**src/rtl/button_press_classifier.sv**
```systemverilog
// button_press_classifier
//
// Classifies presses of an already-debounced switch level into one-cycle
// short / long / double event pulses and keeps a wrapping 8-bit count of
// classified events.
//
// Optional feature macro: DOUBLE_PRESS_EN
//   defined   - a release opens a GAP window of GAP_CYCLES low samples; a new
//               press inside it is reported as a double press, otherwise the
//               short press is reported when the window closes.
//   undefined - only IDLE / HELD / LONG_HELD exist, double_pulse is tied 0
//               and a short press is reported right after the release.
//
// Clock clk (rising edge), reset rst (asynchronous, active-high).

module button_press_classifier #(
  parameter int LONG_CYCLES = 50,
  parameter int GAP_CYCLES  = 20,
  parameter int CNT_W       = 8
) (
  input  logic       clk,
  input  logic       rst,
  input  logic       btn_in,
  output logic       pressed,
  output logic       short_pulse,
  output logic       long_pulse,
  output logic       double_pulse,
  output logic [7:0] event_count
);

  // 3-bit state encoding; GAP and DBL_HELD are only reachable with the macro.
  typedef enum logic [2:0] {
    IDLE      = 3'd0,
    HELD      = 3'd1,
    LONG_HELD = 3'd2,
    GAP       = 3'd3,
    DBL_HELD  = 3'd4
  } state_t;

  // Counter value on the edge that takes the LONG_CYCLES-th high sample
  // (the rise sample loads 1, so the last compare value is LONG_CYCLES-1).
  localparam logic [CNT_W-1:0] LONG_LAST = CNT_W'(LONG_CYCLES - 1);
  localparam logic [CNT_W-1:0] CNT_ONE   = CNT_W'(1);

  state_t           state_reg;
  state_t           state_next;
  logic [CNT_W-1:0] cnt_reg;
  logic [CNT_W-1:0] cnt_next;
  logic             btn_q;
  logic             rise;
  logic             short_next;
  logic             long_next;
  logic             double_next;
  logic             any_event;

`ifdef DOUBLE_PRESS_EN
  // Counter value on the edge that takes the GAP_CYCLES-th low sample after
  // the fall sample (the fall sample loads 1).
  localparam logic [CNT_W-1:0] GAP_LAST = CNT_W'(GAP_CYCLES);
`else
  // Gap window does not exist in this build; keep the parameter referenced.
  logic [CNT_W-1:0] unused_gap_cycles;
  assign unused_gap_cycles = CNT_W'(GAP_CYCLES);
`endif

  // Only rising edges start a press; a level held across reset release
  // looks like a rise because btn_q comes out of reset low.
  assign rise      = btn_in & ~btn_q;
  assign any_event = short_next | long_next | double_next;
  assign pressed   = btn_q;

  // Previous-sample register for edge detection; also drives pressed.
  always_ff @(posedge clk or posedge rst) begin
    if (rst) begin
      btn_q <= 1'b0;
    end else begin
      btn_q <= btn_in;
    end
  end

  // Next-state, duration counter and pulse decisions from the current sample.
  always_comb begin
    state_next  = state_reg;
    cnt_next    = cnt_reg;
    short_next  = 1'b0;
    long_next   = 1'b0;
    double_next = 1'b0;
    case (state_reg)
      IDLE: begin
        if (rise) begin
          state_next = HELD;
          cnt_next   = CNT_ONE;
        end
      end
      HELD: begin
        if (btn_in) begin
          if (cnt_reg == LONG_LAST) begin
            long_next  = 1'b1;
            state_next = LONG_HELD;
          end else begin
            cnt_next = cnt_reg + CNT_ONE;
          end
        end else begin
`ifdef DOUBLE_PRESS_EN
          // Defer the short decision until the gap window has elapsed.
          state_next = GAP;
          cnt_next   = CNT_ONE;
`else
          short_next = 1'b1;
          state_next = IDLE;
`endif
        end
      end
      LONG_HELD: begin
        // Already reported; the release itself produces nothing.
        if (!btn_in) begin
          state_next = IDLE;
        end
      end
`ifdef DOUBLE_PRESS_EN
      GAP: begin
        // A new press wins over the timeout on the same edge.
        if (btn_in) begin
          double_next = 1'b1;
          state_next  = DBL_HELD;
        end else if (cnt_reg == GAP_LAST) begin
          short_next = 1'b1;
          state_next = IDLE;
        end else begin
          cnt_next = cnt_reg + CNT_ONE;
        end
      end
      DBL_HELD: begin
        // The second press is consumed by the double event.
        if (!btn_in) begin
          state_next = IDLE;
        end
      end
`endif
      default: begin
        state_next = IDLE;
        cnt_next   = '0;
      end
    endcase
  end

  // State and duration counter registers.
  always_ff @(posedge clk or posedge rst) begin
    if (rst) begin
      state_reg <= IDLE;
      cnt_reg   <= '0;
    end else begin
      state_reg <= state_next;
      cnt_reg   <= cnt_next;
    end
  end

  // Registered one-cycle pulses and the wrapping event counter.
  always_ff @(posedge clk or posedge rst) begin
    if (rst) begin
      short_pulse  <= 1'b0;
      long_pulse   <= 1'b0;
      double_pulse <= 1'b0;
      event_count  <= 8'd0;
    end else begin
      short_pulse  <= short_next;
      long_pulse   <= long_next;
      double_pulse <= double_next;
      if (any_event) begin
        event_count <= event_count + 8'd1;
      end
    end
  end

endmodule

```
**config.mk**
```make
export PLATFORM = sky130hd
export DESIGN_NAME = button_press_classifier
export DESIGN_NICKNAME = d
export VERILOG_FILES = /design/src/rtl/button_press_classifier.sv
export SDC_FILE = /design/constraint.sdc
export NUM_CORES = 1
export LEC_CHECK = 0
export CORE_ASPECT_RATIO = 2
export CORE_MARGIN = 3
export CORE_UTILIZATION = 26
export CTS_CLUSTER_DIAMETER = 50
export DETAILED_ROUTE_END_ITERATION = 8
export PLACE_DENSITY_LB_ADDON = 0.3
export RECOVER_POWER = 100
export SYNTH_ARGS = -nofsm -noshare
export SYNTH_HDL_FRONTEND = slang
export SYNTH_SLANG_ARGS = --single-unit
```
**constraint.sdc**
```tcl
create_clock -name clk -period 1.8 [get_ports clk]
set_input_delay 0.27 -clock clk [delete_from_list [all_inputs] [get_ports clk]]
set_output_delay 0.27 -clock clk [all_outputs]
set_load 0.02 [all_outputs]
```
Fig. 1: placed standard cells
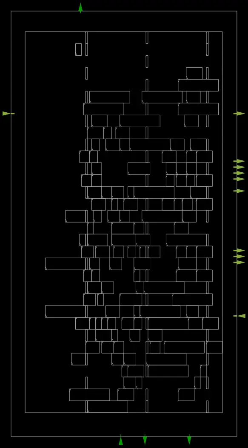
tap cells: 51
registers: 21
Post-Route Utilization: 35.8%
Finished Layout Cells: 182

Fig. 2: wires at chosen ports, followed through buffers
Scale: 4 px per um.
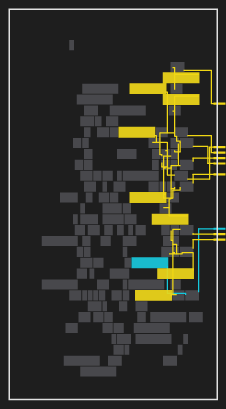
yellow -> `event_count`  # bits 8, direction output, edge east, end cells 8, buffers 8, wire 239 um
cyan -> `long_pulse`  # bits 1, direction output, edge east, end cells 1, buffers 1, wire 31.5 um

==> results.ini <==
[run_status]
status = finished, final reports clean

[final_timing]
fmax_mhz = 583
fin_skew_ps = 4.17
min_period_ps = 1720
rsz0062_at_grt = false
hold_viol = 0
relSlewSlack_pct = 25.7
setup-violations-final = 0
worst_pin_slew_ps = 1110
period_used_pct = 95.4
maxSlewViolCount = 0

[floorplan]
fp_util_pct = 27.6
die_x_um = 51.6
num_rows = 32
die_h_um = 97.2
dieArea_sq_mm = 0.00501
io_pins = 15
core_sq_mm = 0.00392

[finish]
nNetsFinal = 138
num_antenna_cells = 0
drive_above_1_share_pct = 14.5
lay_top_count = dfrtp_1
mostFrequentLayoutCells = dfrtp_1 (21), dlygate4sd3_1 (12), buf_4 (11)

[synthesis]
ys_cells = 101
synth-seq-area-share_pct = 48.6
top_cells_by_count = dfrtp_1 (21), xnor2_1 (7)
yosysWarnings = 0
synthArstFlopShare_pct = 100
ys.flops = 21
aoi_share_pct = 13.4
ys_sh_adder_pct = 3.47
mux_share_pct = 2.89
syn_area_sq_mm = 0.00108
ys_types = 37
yosysTopAreaCell = dfrtp_1
synth.avg_cell_area_sq_um = 10.7
top_cell_area_share_pct = 48.6
simple_gate_share_pct = 23.4
top_logic_kind = simple AND/OR/NAND/NOR gates
synthTopCellsByArea = dfrtp_1 (49%), xnor2_1 (5.7%), ha_1 (3.5%), and3_1 (2.9%), nand4_1 (2.9%)
yosysChipArea_sq_mm = 0.00108
synthFlopType = dfrtp_1
most_common_cell = dfrtp_1
xor_share_pct = 5.67
synth-edff-count = 0
fp_nets = 107
syn_inst = 101

[clock_network]
cts_tree = built
cts_resized = 1
cts_max_path_buffers = 2
cts-buffers-inserted = 3
clk_latency_ps = 250
clock_sinks = 21
clk_pin_slew_ps = 70
postCtsSetupRepairBufs = 0
h-tree-depth = 1
root_buffer = clkbuf_8
cts_hold_buf = 0

[setup_path]
regToRegSetupSlack_ps = 130
cp.arrival_ps = 1860
r2r_start = cnt_reg[6]
crit_buf_inv = 2
crit_family = simple AND/OR/NAND/NOR gates
critPathKind = primary input to register
worst_setup_path_start_kind = primary input
startpoint = btn_in
worstPathCellList = dlygate4sd3_1, clkinv_1, or4_1, and2_4, a211o_1
worstPathMaxFanout = 4
slowest_delay_ps = 550
end_kind = register
cp.required_ps = 1940
r2r_end = cnt_reg[3]
worstSetupEndpoint = cnt_reg[6]
worst_path_max_delay_cell = dlygate4sd3_1
path_depth = 5
r2r_cells = 5

[power]
p_leak_nw = 0.627
power_w = 0.00144
peakVddDrop_uv = 365
powerDensity_mw_per_mm2 = 1030

[hold_path]
holdPathStages = 1
hp-start = event_count[7]
holdPathEnd = event_count[7]
min_path_type = register to register

[global_routing]
use_met1_pct = 11.5
grt_pass1_wl_um = 4660
grt_usage_pct = 12.3
grt_max_degree = 22
use_met3_pct = 1.38
grt_pass1_vias = 1017
use_met2_pct = 24.1
grt_remaining_overflow = 0
antenna_found_initial = 0
busiest_layer = met2

[placement]
hpwl_um = 2190
gp_congestion = 0.828
port_buffers = 13

[route]
route.top_layer_used = met4
via_count = 903
avgViaCountPerCell = 4.96
drt-total-wl_um = 2650
met3_length_um = 79
first_iter_violations = 20
met2_length_um = 1620
drcViolationCount = 0
dr.pass1.iters = 4
routedWlPerCell_um = 14.6
postRouteAntennaNets = 0
wl_met1_um = 907

[job]
drv_cap = 0
openroad.warnings = 27

Fig. 3: drive-strength map
Scale: 4 px per um.
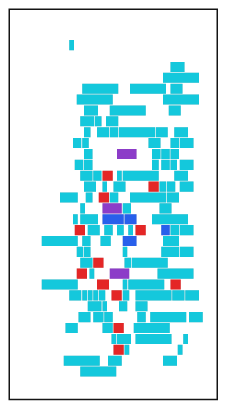
purple -> drive 6 and up  # cells 3, share 2.3%
red -> drive 3 to 4  # cells 12, share 9.2%
cyan -> drive 1 or less  # cells 112, share 85%
blue -> drive 2  # cells 4, share 3.1%
Finished Cell Area: 0.00141 sq mm
Non-clk bufs: 28
P&R area growth vs syn: 30.0%

Fig. 4: local utilization
Scale: 4 px per um. 5 x 10 tiles, from dark blue (low) to red (high), 0 to 100% covered.
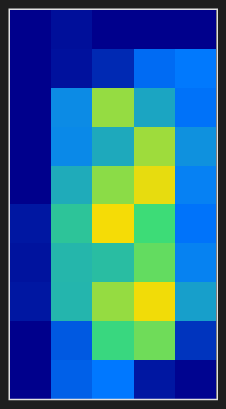
densest ninth of the die = center
mean over tiles = 27%
emptiest ninth of the die = north-west
nearly empty tiles = 22%
fullest tile = 74%

## where the power goes
| part | internal, W | switching, W | total, W |
|---|---|---|---|
| clock | 0.000157 | 0.000140 | 0.000297 |
| sequential | 0.000558 | 0.0000866 | 0.000644 |
| combinational | 0.000238 | 0.000262 | 0.000500 |
## per-stage QoR
step	std cells	setup slack [ps]	instance area [sq um]	setup TNS (ps)	hold WS, ps
6_report	182	83.6	1410	0	470
4_1_cts	182	110	1420	0	364
3_3_place_gp	178	-62.5	1380	-122	461
2_1_floorplan	101	166	1080	0	247
3_5_place_dp	178	-97.4	1380	-274	468
5_1_grt	182	37.7	1410	0	502
## cell type report
class,count,area [sq um]
Timing Repair Buffer,28,228
Sequential cell,21,526
Multi-Input combinational cell,75,532
Inverter,3,11.3
Fill cell,441,2520
Clock buffer,4,45.0
Tap cell,51,63.8
Power figures rest on the tool's default switching activity, not on a simulated workload.
